Run 1, routing congestion map:
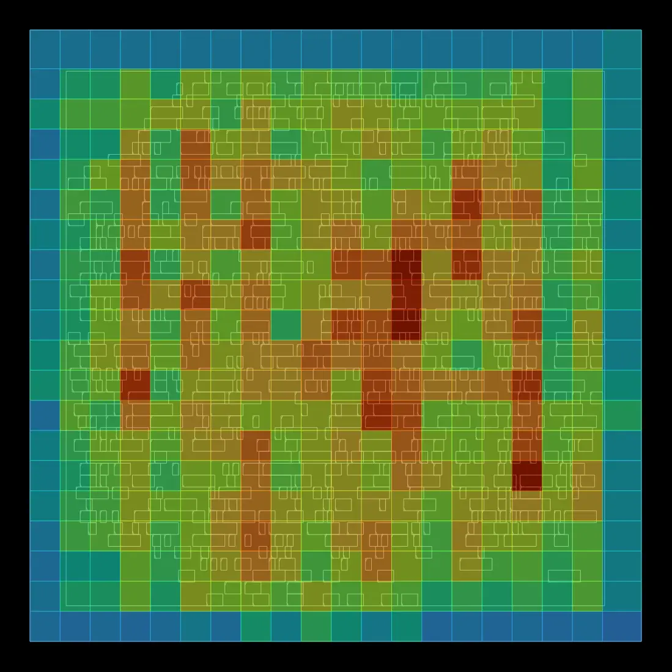
Run 1, cell area per tile:
Scale bar: 50 um. The die is cut into 14 by 14 equal tiles; black is low, pale yellow is high, 0 to 100% covered.
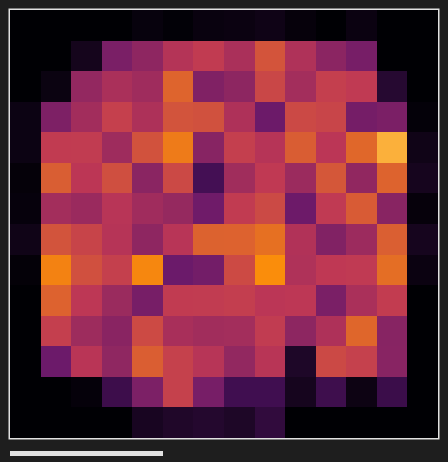
Run 1, signal wires on met2:
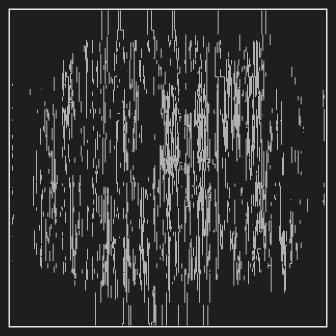
Run 1, signal metal coverage by tile:
Scale bar: 50 um. The die is cut into 28 by 28 equal tiles; black is low, pale yellow is high, scaled to the fullest tile. Values are wire area over tile area, all layers added.
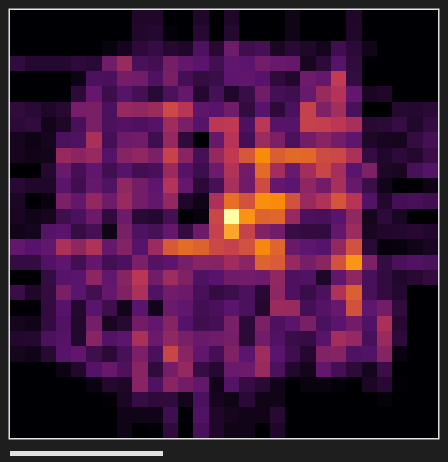
## src/rtl/seg7_scan_display.sv

```systemverilog
// Buffers 32-bit debug words over valid/ready and scans them as hex onto an
// 8-digit common-anode seven-segment display, swapping words only between frames.
module seg7_scan_display #(
  parameter int SCAN_DIV = 50000,
  parameter bit LZB      = 1'b1
) (
  input  logic        CLK,
  input  logic        clr,
  input  logic [31:0] disp_data,
  input  logic [7:0]  disp_dp,
  input  logic        disp_valid,
  output logic        disp_ready,
  output logic [7:0]  an,
  output logic [6:0]  seg,
  output logic        dp,
  output logic        frame_done
);

  localparam int               DIV_W    = (SCAN_DIV > 1) ? $clog2(SCAN_DIV) : 1;
  localparam logic [DIV_W-1:0] DIV_LAST = DIV_W'(SCAN_DIV - 1);

  localparam logic [0:0] ST_IDLE = 1'b0;
  localparam logic [0:0] ST_SCAN = 1'b1;

  logic [0:0]       state_q, state_d;
  logic [DIV_W-1:0] div_q, div_d;
  logic [2:0]       idx_q, idx_d;
  logic [31:0]      active_q, active_d;
  logic [7:0]       active_dp_q, active_dp_d;
  logic [31:0]      pend_q, pend_d;
  logic [7:0]       pend_dp_q, pend_dp_d;
  logic             pend_full_q, pend_full_d;
  logic [7:0]       an_q, an_d;
  logic [6:0]       seg_q, seg_d;
  logic             dp_q, dp_d;
  logic             frame_done_q, frame_done_d;

  logic       xfer, tick, boundary, upper_zero;
  logic [3:0] nib;

  function automatic logic [6:0] hex7(input logic [3:0] n);
    case (n)
      4'h0: hex7 = 7'b1000000;
      4'h1: hex7 = 7'b1111001;
      4'h2: hex7 = 7'b0100100;
      4'h3: hex7 = 7'b0110000;
      4'h4: hex7 = 7'b0011001;
      4'h5: hex7 = 7'b0010010;
      4'h6: hex7 = 7'b0000010;
      4'h7: hex7 = 7'b1111000;
      4'h8: hex7 = 7'b0000000;
      4'h9: hex7 = 7'b0010000;
      4'hA: hex7 = 7'b0001000;
      4'hB: hex7 = 7'b0000011;
      4'hC: hex7 = 7'b1000110;
      4'hD: hex7 = 7'b0100001;
      4'hE: hex7 = 7'b0000110;
      default: hex7 = 7'b0001110;
    endcase
  endfunction

  assign disp_ready = !clr && !pend_full_q;
  assign xfer       = disp_valid && disp_ready;
  assign tick       = (state_q == ST_SCAN) && (div_q == DIV_LAST);
  assign boundary   = tick && (idx_q == 3'd7);
  assign nib        = active_q[{idx_q, 2'b00} +: 4];
  assign upper_zero = (active_q >> {idx_q, 2'b00}) == 32'd0;

  always_comb begin
    // NOTE: every next-state signal takes its hold value first so no path
    // through the case below can leave one unassigned and infer a latch.
    state_d      = state_q;
    div_d        = div_q;
    idx_d        = idx_q;
    active_d     = active_q;
    active_dp_d  = active_dp_q;
    pend_d       = pend_q;
    pend_dp_d    = pend_dp_q;
    pend_full_d  = pend_full_q;
    frame_done_d = boundary;

    case (state_q)
      ST_IDLE: begin
        div_d = '0;
        idx_d = 3'd0;
        if (xfer) begin
          active_d    = disp_data;
          active_dp_d = disp_dp;
          state_d     = ST_SCAN;
        end
      end
      default: begin
        div_d = tick ? '0 : div_q + 1'b1;
        idx_d = tick ? idx_q + 3'd1 : idx_q;
        // Promotion reads the old pending word; a same-cycle transfer refills it.
        if (boundary && pend_full_q) begin
          active_d    = pend_q;
          active_dp_d = pend_dp_q;
          pend_full_d = 1'b0;
        end
        if (xfer) begin
          pend_d      = disp_data;
          pend_dp_d   = disp_dp;
          pend_full_d = 1'b1;
        end
      end
    endcase

    if (state_q == ST_IDLE) begin
      an_d  = 8'hFF;
      seg_d = 7'h7F;
      dp_d  = 1'b1;
    end else begin
      an_d  = ~(8'b1 << idx_q);
      seg_d = (LZB && (idx_q != 3'd0) && upper_zero) ? 7'h7F : hex7(nib);
      dp_d  = ~active_dp_q[idx_q];
    end
  end

  always_ff @(posedge CLK) begin
    // NOTE: sequential state uses non-blocking assignments so every register
    // samples pre-edge values regardless of statement order.
    if (clr) begin
      state_q      <= ST_IDLE;
      div_q        <= '0;
      idx_q        <= 3'd0;
      // NOTE: the word buffers are reset as well; they are few flops and this
      // keeps the display path free of X after reset.
      active_q     <= '0;
      active_dp_q  <= '0;
      pend_q       <= '0;
      pend_dp_q    <= '0;
      pend_full_q  <= 1'b0;
      an_q         <= 8'hFF;
      seg_q        <= 7'h7F;
      dp_q         <= 1'b1;
      frame_done_q <= 1'b0;
    end else begin
      state_q      <= state_d;
      div_q        <= div_d;
      idx_q        <= idx_d;
      active_q     <= active_d;
      active_dp_q  <= active_dp_d;
      pend_q       <= pend_d;
      pend_dp_q    <= pend_dp_d;
      pend_full_q  <= pend_full_d;
      an_q         <= an_d;
      seg_q        <= seg_d;
      dp_q         <= dp_d;
      frame_done_q <= frame_done_d;
    end
  end

  assign an         = an_q;
  assign seg        = seg_q;
  assign dp         = dp_q;
  assign frame_done = frame_done_q;

endmodule

```

## config.mk

```make
export PLATFORM = sky130hd
export DESIGN_NAME = seg7_scan_display
export DESIGN_NICKNAME = d
export VERILOG_FILES = /design/src/rtl/seg7_scan_display.sv
export SDC_FILE = /design/constraint.sdc
export NUM_CORES = 1
export LEC_CHECK = 0
export CELL_PAD_IN_SITES_DETAIL_PLACEMENT = 1
export CELL_PAD_IN_SITES_GLOBAL_PLACEMENT = 1
export CORE_MARGIN = 8
export CORE_UTILIZATION = 35
export CTS_CLUSTER_DIAMETER = 40
export DETAILED_ROUTE_END_ITERATION = 10
export PLACE_DENSITY = 0.64
export SETUP_SLACK_MARGIN = 0.1
export SYNTH_ARGS = -nofsm -noshare
export SYNTH_HDL_FRONTEND = slang
export SYNTH_SLANG_ARGS = --single-unit
export TNS_END_PERCENT = 20
```

## constraint.sdc

```tcl
create_clock -name CLK -period 2.95 [get_ports CLK]
set_clock_uncertainty 0.05 [all_clocks]
set_input_delay 0.295 -clock CLK [delete_from_list [all_inputs] [get_ports CLK]]
set_output_delay 0.295 -clock CLK [all_outputs]
set_load 0.1 [all_outputs]
```

==> run notes, run 1 <==
flow finished, numbers: endpoint class of the critical path=flip-flop, # setup viols final=0, Tcrit/Tclk final=88.1%, post-CTS resize count=0, Power Clock=2.08 mW, power share of the combinational group=12.2%, CTS root buf=clkbuf_16, Floorplan Nets=653, Final GP Congestion=0.848, initial antenna violation count=0, vias=4422, H-Tree Depth=4, synth warn=0, Post-Route WL=14500 um, Sw Share=24.5%, status=completed, clock buffer depth=2, pre-CTS setup slack=0.232 ns, non-filler cells, final=847, # port buffers=60, First-pass DRT Iterations=4, CP required=3.23 ns, FP Core Util=35.7%, Comb. pwr=0.529 mW, fin crit period=2.60 ns, nets@finish=705, largest net degree at the start of global routing=84, RSZ-0062 raised after global routing=no, io pins=61, Synth Instances=598, Top Consumer=the clock network, PD cells=649 nW/um^2, worst vdd ir=0.518 mV, Syn Std Cell Area=5380 sq um, Vias/cell=5.22, Crit Path Max Fanout=9, synthesis-to-layout area growth=23.8%, routed wire length per instance=17.2 um, LEAKAGE=2.39 nW, Die Span X=140 um, n_diodes=0, WHS=0.220 ns, crit start category=flip-flop, Rows=45, Commonest Layout Cell=dfxtp_1, placed inst area=6080 sq um, internal power=3.27 mW, first-pass GRT wire length=24100 um, Unique cell types=53, Synth area leader=dfxtp_1, top cells, area=dfxtp_1 (44%), mux2i_1 (8.4%), nand2_1 (7.4%)
Notes on 'routing congestion map' above:
met1 usage: 18.8%
M2 GR Usage: 25.2%
Most Crowded Layer GR: met2

Notes on 'cell area per tile' above:
1.0% of the tiles are over 75% full. The densest ninth of the die: center. The mean over all tiles is 33%. The fullest tile reaches 83%. 20% of the tiles are nearly empty.

Notes on 'signal wires on met2' above:
The longest straight run is 85.1 um. 608 nets have wire on it. The layer carries 6770 um of wire. The layer holds 47% of the routed length. The wires run mostly vertical.

Notes on 'signal metal coverage by tile' above:
The fullest tile reaches 0.60. 22% of the tiles are nearly empty. The densest ninth of the die: center. The mean over all tiles is 0.12. 6.1% of the tiles are over half the peak.

run 1: cells by family (layout without fill, tap and decap cells):
kind of cell	count (synthesis)	in the layout	synth area share (%)
adders and majority gates	12	12	2.79
buffers and inverters	49	110	4.60
and+or+nand+nor	235	235	19.0
DFF	118	118	43.9
AOI/OAI and AO/OA	110	110	13.3
xor gates and xnor gates	15	15	2.44
muxes	59	59	13.9
run 1: worst max-delay path, cell delays in order (launching register included):
cell and delay [ns]:
dfxtp_2 0.45, mux4_2 0.54, mux2_2 0.33, inv_1 0.14, ha_1 0.24, o31ai_1 0.09
a21oi_1 0.15, nor4b_4 0.25, o2bb2ai_2 0.16, o221ai_1 0.11
run 1: area by class of cell:
type | instances | area (sq um)
multi-input combinational | 431 | 2770
sequential | 118 | 2360
clock buffer | 24 | 492
timing repair buffer | 76 | 683
tap | 188 | 235
clock inverter | 4 | 95.1
inverter | 6 | 22.5
fill | 1717 | 8430
run 1: flip-flops by register name (all words and copies together) (netlist names):
signal       flops
active_q        32
pend_q          32
div_q           16
active_dp_q      8
an               8
pend_dp_q        8
seg              7
idx_q            3
dp               1
frame_done       1
pend_full_q      1
state_q          1
run 1: worst paths after layout:
check	cells past startpoint	slack [ns]	from	end
worst min-delay path	3	0.22	clr	an[3]$_SDFF_PP1_
worst max register to register	9	0.35	idx_q[0]$_SDFFE_PP0P_	seg[5]$_SDFF_PP1_
worst max-delay path	9	0.35	idx_q[0]$_SDFFE_PP0P_	seg[5]$_SDFF_PP1_
worst min register to register	2	0.40	pend_q[0]$_SDFFE_PP0P_	pend_q[0]$_SDFFE_PP0P_
run 1: per-layer routing:
layer	track usage (%)	part of all wire (%)	up-vias
li1	-	-	2193
met1	18.8	47	2118
met2	25.2	47	90
met3	4.55	4.3	21
met4	6.23	1.8	0
met5	0	0	-
## Run 2: what changed since run 1
--- a/config.mk
+++ b/config.mk
@@ -13,6 +13,7 @@
 export DETAILED_ROUTE_END_ITERATION = 10
 export PLACE_DENSITY = 0.64
 export SETUP_SLACK_MARGIN = 0.1
+export SKIP_CTS_REPAIR_TIMING = 1
 export SYNTH_ARGS = -nofsm -noshare
 export SYNTH_HDL_FRONTEND = slang
 export SYNTH_SLANG_ARGS = --single-unit
Run 2, metal 1:
Scale bar: 50 um.
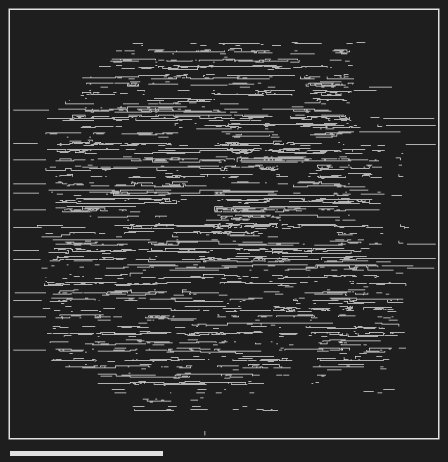
658 nets have wire on it. The longest straight run is 50.1 um.

Run 2, routing congestion map:
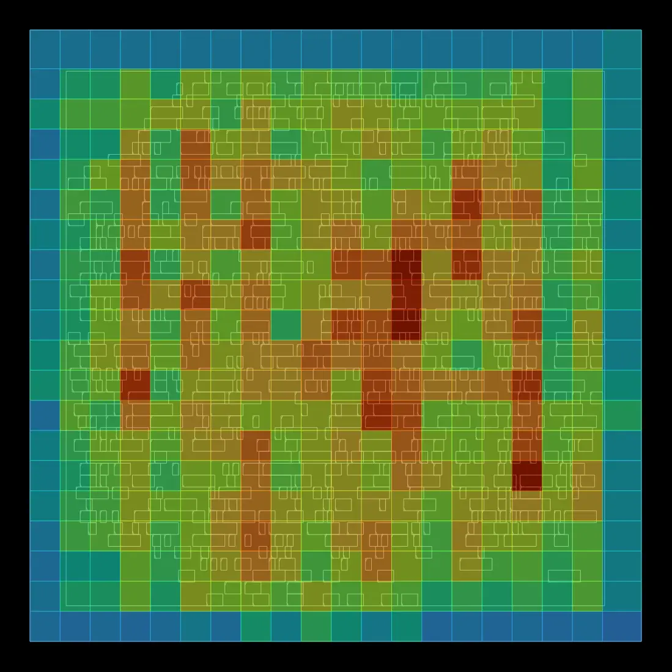
routed wire length per instance: 17.2 um
utilization after layout: 44.2%
All-Layer GR Usage: 15.5%
met3 usage: 4.55%

==> run notes, run 2 <==
flow finished, numbers: vias=4422, non-filler cells, final=847, Sw Share=24.5%, Commonest Layout Cell=dfxtp_1, synthesis-to-layout area growth=23.8%, Floorplan Nets=653, global route overflow=0, initial antenna violation count=0, Top Consumer=the clock network, crit start category=flip-flop, Synth area leader=dfxtp_1, placed inst area=6080 sq um, largest net degree at the start of global routing=84, Comb. pwr=0.529 mW, nets@finish=705, Unique cell types=53, slowest CP cell=mux4_2, yosys simple share=19.0%, filler cell count=1717, AO/OA Area Share=13.3%, pre-CTS setup slack=0.232 ns, Synth Instances=598, Adder-Cell Fraction of Synth Area=2.79%, Die Span X=140 um, asr flop ratio synth=0%, # setup viols final=0, Power Clock=2.08 mW, fin crit period=2.60 ns, io pins=61, Rows=45, Top Registers=active_q x32, pend_q x32, div_q x16, synth warn=0, Crit path largest cell delay=0.54 ns, FP Core Util=35.7%, Buf/Inv on CP=1, first-pass GRT wire length=24100 um, status=completed, n_diodes=0, PD cells=649 nW/um^2, Mux area share=13.9%, endpoint class of the critical path=flip-flop, power share of the combinational group=12.2%, RSZ-0062 raised after global routing=no, Crit Path Max Fanout=9, # port buffers=60, CTS root buf=clkbuf_16, internal power=3.27 mW, delay-heaviest family, CP=multiplexers, clock buffer depth=2, comb area leader=simple AND/OR/NAND/NOR gates, XOR/XNOR Area Share=2.44%, Post-Route WL=14500 um
==> run 2: cell counts in the layout (fill, tap and decap cells not counted) <==
No cell type changed its count.
==> run 2: path summary, 6_finish.rpt <==
| kind | startpoint | to | slack, ns | cells past startpoint |
|---|---|---|---|---|
| worst max-delay path | idx_q[0]$_SDFFE_PP0P_ | seg[5]$_SDFF_PP1_ | 0.35 | 9 |
| worst min-delay path | clr | an[3]$_SDFF_PP1_ | 0.22 | 3 |
| worst max register to register | idx_q[0]$_SDFFE_PP0P_ | seg[5]$_SDFF_PP1_ | 0.35 | 9 |
| worst min register to register | pend_q[0]$_SDFFE_PP0P_ | pend_q[0]$_SDFFE_PP0P_ | 0.40 | 2 |
==> run 2: area by class of cell <==
type	count	area, sq um	area share [%]
Sequential cell	118	2360	35.5
Multi-Input combinational cell	431	2770	41.6
Timing Repair Buffer	76	683	10.3
Clock buffer	24	492	7.38
Tap cell	188	235	3.53
Inverter	6	22.5	0.338
Clock inverter	4	95.1	1.43
==> run 2: cells by family (layout without fill, tap and decap cells) <==
kind of cell	after synthesis	count (layout)
buffers and inverters	49	110
adders and majority gates	12	12
xor gates and xnor gates	15	15
and+or+nand+nor	235	235
muxes	59	59
AOI/OAI and AO/OA	110	110
DFF	118	118
==> run 2: metal layers <==
| metal | vias up | global-route usage (%) | wire length, um |
|---|---|---|---|
| met5 | - | 0 | 0 |
| met4 | 0 | 6.23 | 267 |
| met3 | 21 | 4.55 | 627 |
| met2 | 90 | 25.2 | 6770 |
| met1 | 2118 | 18.8 | 6870 |
| li1 | 2193 | - | - |
==> run 2: worst min-delay path, cell delays in order <==
cell and delay [ns]:
buf_2 0.13, nor2b_1 0.14, nand2_1 0.09
Power is estimated from default activity; no workload was simulated.
